wire_density.png
Scale: 0.5 px per um. The die is cut into 27 by 38 equal tiles; dark purple is low, yellow is high, scaled to the fullest tile. Values are wire area over tile area, all layers added.
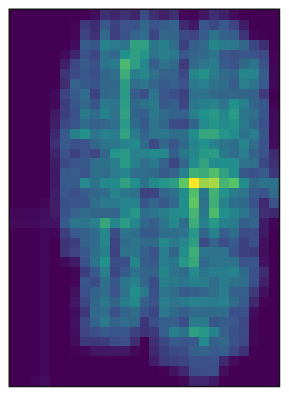
final_clocks.png
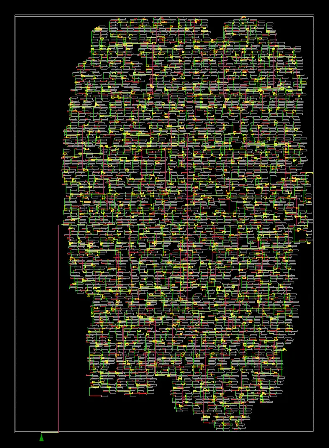
met3.png
Scale: 1 px per um. Cells faint in the background.
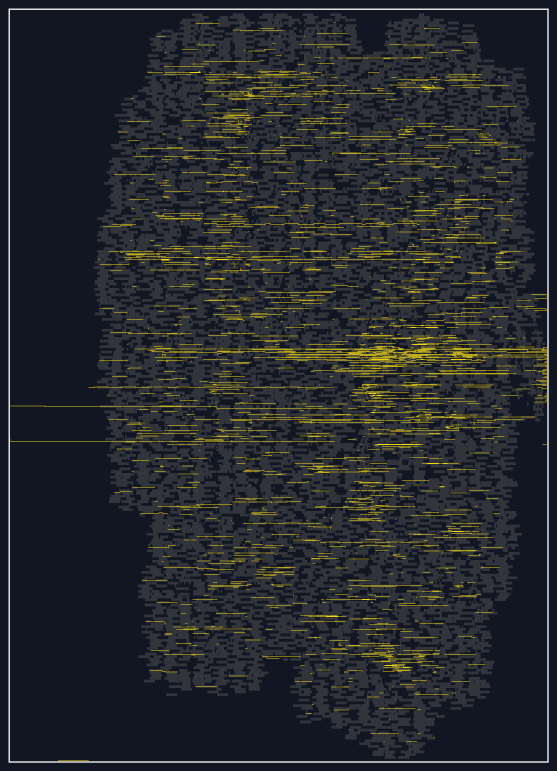
<file path="config.mk">
export PLATFORM = sky130hd
export DESIGN_NAME = data_mem_hs
export DESIGN_NICKNAME = d
export VERILOG_FILES = /design/src/rtl/data_mem_hs.sv
export SDC_FILE = /design/constraint.sdc
export NUM_CORES = 2
export LEC_CHECK = 0
export CAP_MARGIN = 15
export CORE_ASPECT_RATIO = 1.4
export CORE_MARGIN = 1
export CORE_UTILIZATION = 40
export CTS_BUF_LIST = sky130_fd_sc_hd__clkbuf_8
export DETAILED_ROUTE_END_ITERATION = 6
export DONT_BUFFER_PORTS = 1
export SYNTH_ARGS = -nofsm -noshare
export SYNTH_HDL_FRONTEND = slang
export SYNTH_SLANG_ARGS = --single-unit
</file>
<file path="constraint.sdc">
create_clock -name clk -period 9.1 [get_ports clk]
set_clock_uncertainty 0.1 [all_clocks]
set_input_delay 1.82 -clock clk [delete_from_list [all_inputs] [get_ports clk]]
set_output_delay 1.82 -clock clk [all_outputs]
set_load 0.1 [all_outputs]
</file>
<file path="src/rtl/data_mem_hs.sv">
// Handshaked word-addressed data memory with per-byte write enables, wait states,
// and range/conflict error reporting for the processor load/store path.
module data_mem_hs #(
  parameter int DATA_W   = 16,
  parameter int ADDR_W   = 16,
  parameter int DEPTH    = 256,
  parameter int WAIT_CYC = 1
) (
  input  logic                  clk,
  input  logic                  rst_n,
  input  logic                  mem_rd,
  input  logic                  mem_wr,
  input  logic [ADDR_W-1:0]     addr,
  input  logic [DATA_W-1:0]     write_data,
  input  logic [DATA_W/8-1:0]   byte_en,
  output logic [DATA_W-1:0]     read_data,
  output logic                  mem_ready,
  output logic                  mem_err,
  output logic                  mem_busy
);

  localparam int NB = DATA_W / 8;
  localparam int IDX_W = (DEPTH > 1) ? $clog2(DEPTH) : 1;
  localparam logic [ADDR_W:0] DEPTH_EXT = (ADDR_W + 1)'(DEPTH);
  localparam logic [3:0] WAIT_LOAD = 4'(WAIT_CYC);

  typedef enum logic [1:0] {S_IDLE, S_WAIT, S_DONE} state_t;

  state_t            state;
  logic [3:0]        cnt;
  logic              rd_q;
  logic              wr_q;
  logic [ADDR_W-1:0] addr_q;
  logic [DATA_W-1:0] wdata_q;
  logic [NB-1:0]     be_q;

  logic [DATA_W-1:0] mem [DEPTH];

  logic              commit;
  logic              addr_ok;
  logic              conflict;
  logic              do_write;
  logic [IDX_W-1:0]  idx;

  // The access happens on the last WAIT edge; everything is taken from the latched request.
  assign commit   = (state == S_WAIT) && (cnt == 4'd0);
  assign addr_ok  = ({1'b0, addr_q} < DEPTH_EXT);
  assign conflict = rd_q & wr_q;
  assign idx      = addr_q[IDX_W-1:0];
  assign do_write = commit & wr_q & ~rd_q & addr_ok;
  assign mem_busy = (state != S_IDLE);

  always_ff @(posedge clk) begin
    if (do_write) begin
      for (int i = 0; i < NB; i++) begin
        if (be_q[i]) mem[idx][8*i +: 8] <= wdata_q[8*i +: 8];
      end
    end
  end

  always_ff @(posedge clk or negedge rst_n) begin
    if (!rst_n) begin
      state     <= S_IDLE;
      cnt       <= 4'd0;
      rd_q      <= 1'b0;
      wr_q      <= 1'b0;
      addr_q    <= '0;
      wdata_q   <= '0;
      be_q      <= '0;
      read_data <= '0;
      mem_ready <= 1'b0;
      mem_err   <= 1'b0;
    end else begin
      case (state)
        S_IDLE: begin
          if (mem_rd | mem_wr) begin
            rd_q    <= mem_rd;
            wr_q    <= mem_wr;
            addr_q  <= addr;
            wdata_q <= write_data;
            be_q    <= byte_en;
            cnt     <= WAIT_LOAD;
            state   <= S_WAIT;
          end
        end
        S_WAIT: begin
          if (cnt != 4'd0) begin
            cnt <= cnt - 4'd1;
          end else begin
            mem_ready <= 1'b1;
            mem_err   <= conflict | ~addr_ok;
            if (!conflict && rd_q) begin
              read_data <= addr_ok ? mem[idx] : '0;
            end
            state <= S_DONE;
          end
        end
        S_DONE: begin
          mem_ready <= 1'b0;
          mem_err   <= 1'b0;
          state     <= S_IDLE;
        end
        default: begin
          mem_ready <= 1'b0;
          mem_err   <= 1'b0;
          state     <= S_IDLE;
        end
      endcase
    end
  end

endmodule
</file>
==> impl_metrics.tcl <==
# flow metrics
set metrics [dict create \
    leakage_nw 55.9 \
    timing.rr.end "read_data[10]" \
    die_w_um 537 \
    syn_inst 8055 \
    drive_gt1_share_pct 19.7 \
    final-hold-violation-count 0 \
    final-comb-area_um2 33800 \
    postSynthAreaPerCell_um2 19.9 \
    max_stage_delay_ps 1020 \
    top_layer "met5" \
    numSynthFlops 4156 \
    setup_tns_ps 0 \
    wl_met1_um 154000 \
    p_int_mw 36.0 \
    yosysCellCount 8055 \
    netSwitchingFraction_pct 33.4 \
    crit_chain "buf_4, buf_4, mux4_2, a22oi_1, nand4b_1, nor4_1, nand2_1, a32o_1" \
    first_pass_iters 6 \
    die_y_um 751 \
    cts_tree "yes" \
    grt_usage_pct 20.7 \
    clock_cell_area_share_pct 6.28 \
    final_cell_mix "edfxtp_1, mux4_2, mux2i_1" \
    finalPower_mw 54.0 \
    globalplace.congestion 0.844 \
    maxPowerGroup "sequential cells" \
    grt_max_degree 214 \
    yosys-top-cells-area "edfxtp_1, mux4_2, mux2i_1" \
    globalRouteOverflowTotal 0 \
    status "finished clean" \
    wl_met3_um 26900 \
    postRouteAntennaNets 0 \
    dp.cells 13002 \
    post_cts_resized 0 \
    biggestCellCategory "sequential cells" \
    ys_seq_share_pct 77.6 \
    setup_viol 0 \
    die_area_um2 404000 \
    synth.top_cell.area_share_pct 76.7 \
    seqCellArea_um2 125000 \
    top_cells_by_count "edfxtp_1, mux4_2, mux2i_1" \
    stdcell_count 14054 \
    seq_share_pct 70.0 \
    worst_hold_path_type "input port to asynchronous set/reset pin" \
    syn2layout_area_growth_pct 10.9 \
]
About wire_density.png:
emptiest ninth of the die: lower left
mean over tiles: 0.17
fullest tile: 0.73
final wirelength: 423000 um
via count: 80051

About final_clocks.png:
Clk. pwr: 14.3 mW
flop count: 4156
Num CTS Buffers: 601
clk sinks: 4156

About met3.png:
main direction: horizontal
wire length on this layer: 26.9 mm
met3 Use GR: 3.23%

## cells by family after synthesis
group | synth area share, %
AND-OR/OR-AND | 3.24
XOR/XNOR | 0.0109
buffers and inverters | 1.52
adder cells (fa/ha/maj) | 0.0156
multiplexers | 14.3
AND/OR/NAND/NOR | 3.31
flip-flops | 77.6
## how the worst max path moves through the flow
stage / start / end / slack, ps / depth (start not counted)
floorplan: wdata_q[0] / mem[0][0] / 5010 / 0
global placement: addr_q[0] / read_data[8] / 3050 / 8
detailed placement: addr_q[0] / read_data[10] / 3200 / 8
CTS: addr_q[0] / read_data[10] / 3150 / 8
global route: addr_q[0] / read_data[10] / 2970 / 8
finish: addr_q[0] / read_data[10] / 3040 / 8
No activity file was given, so power comes from the tool's default toggle rates.
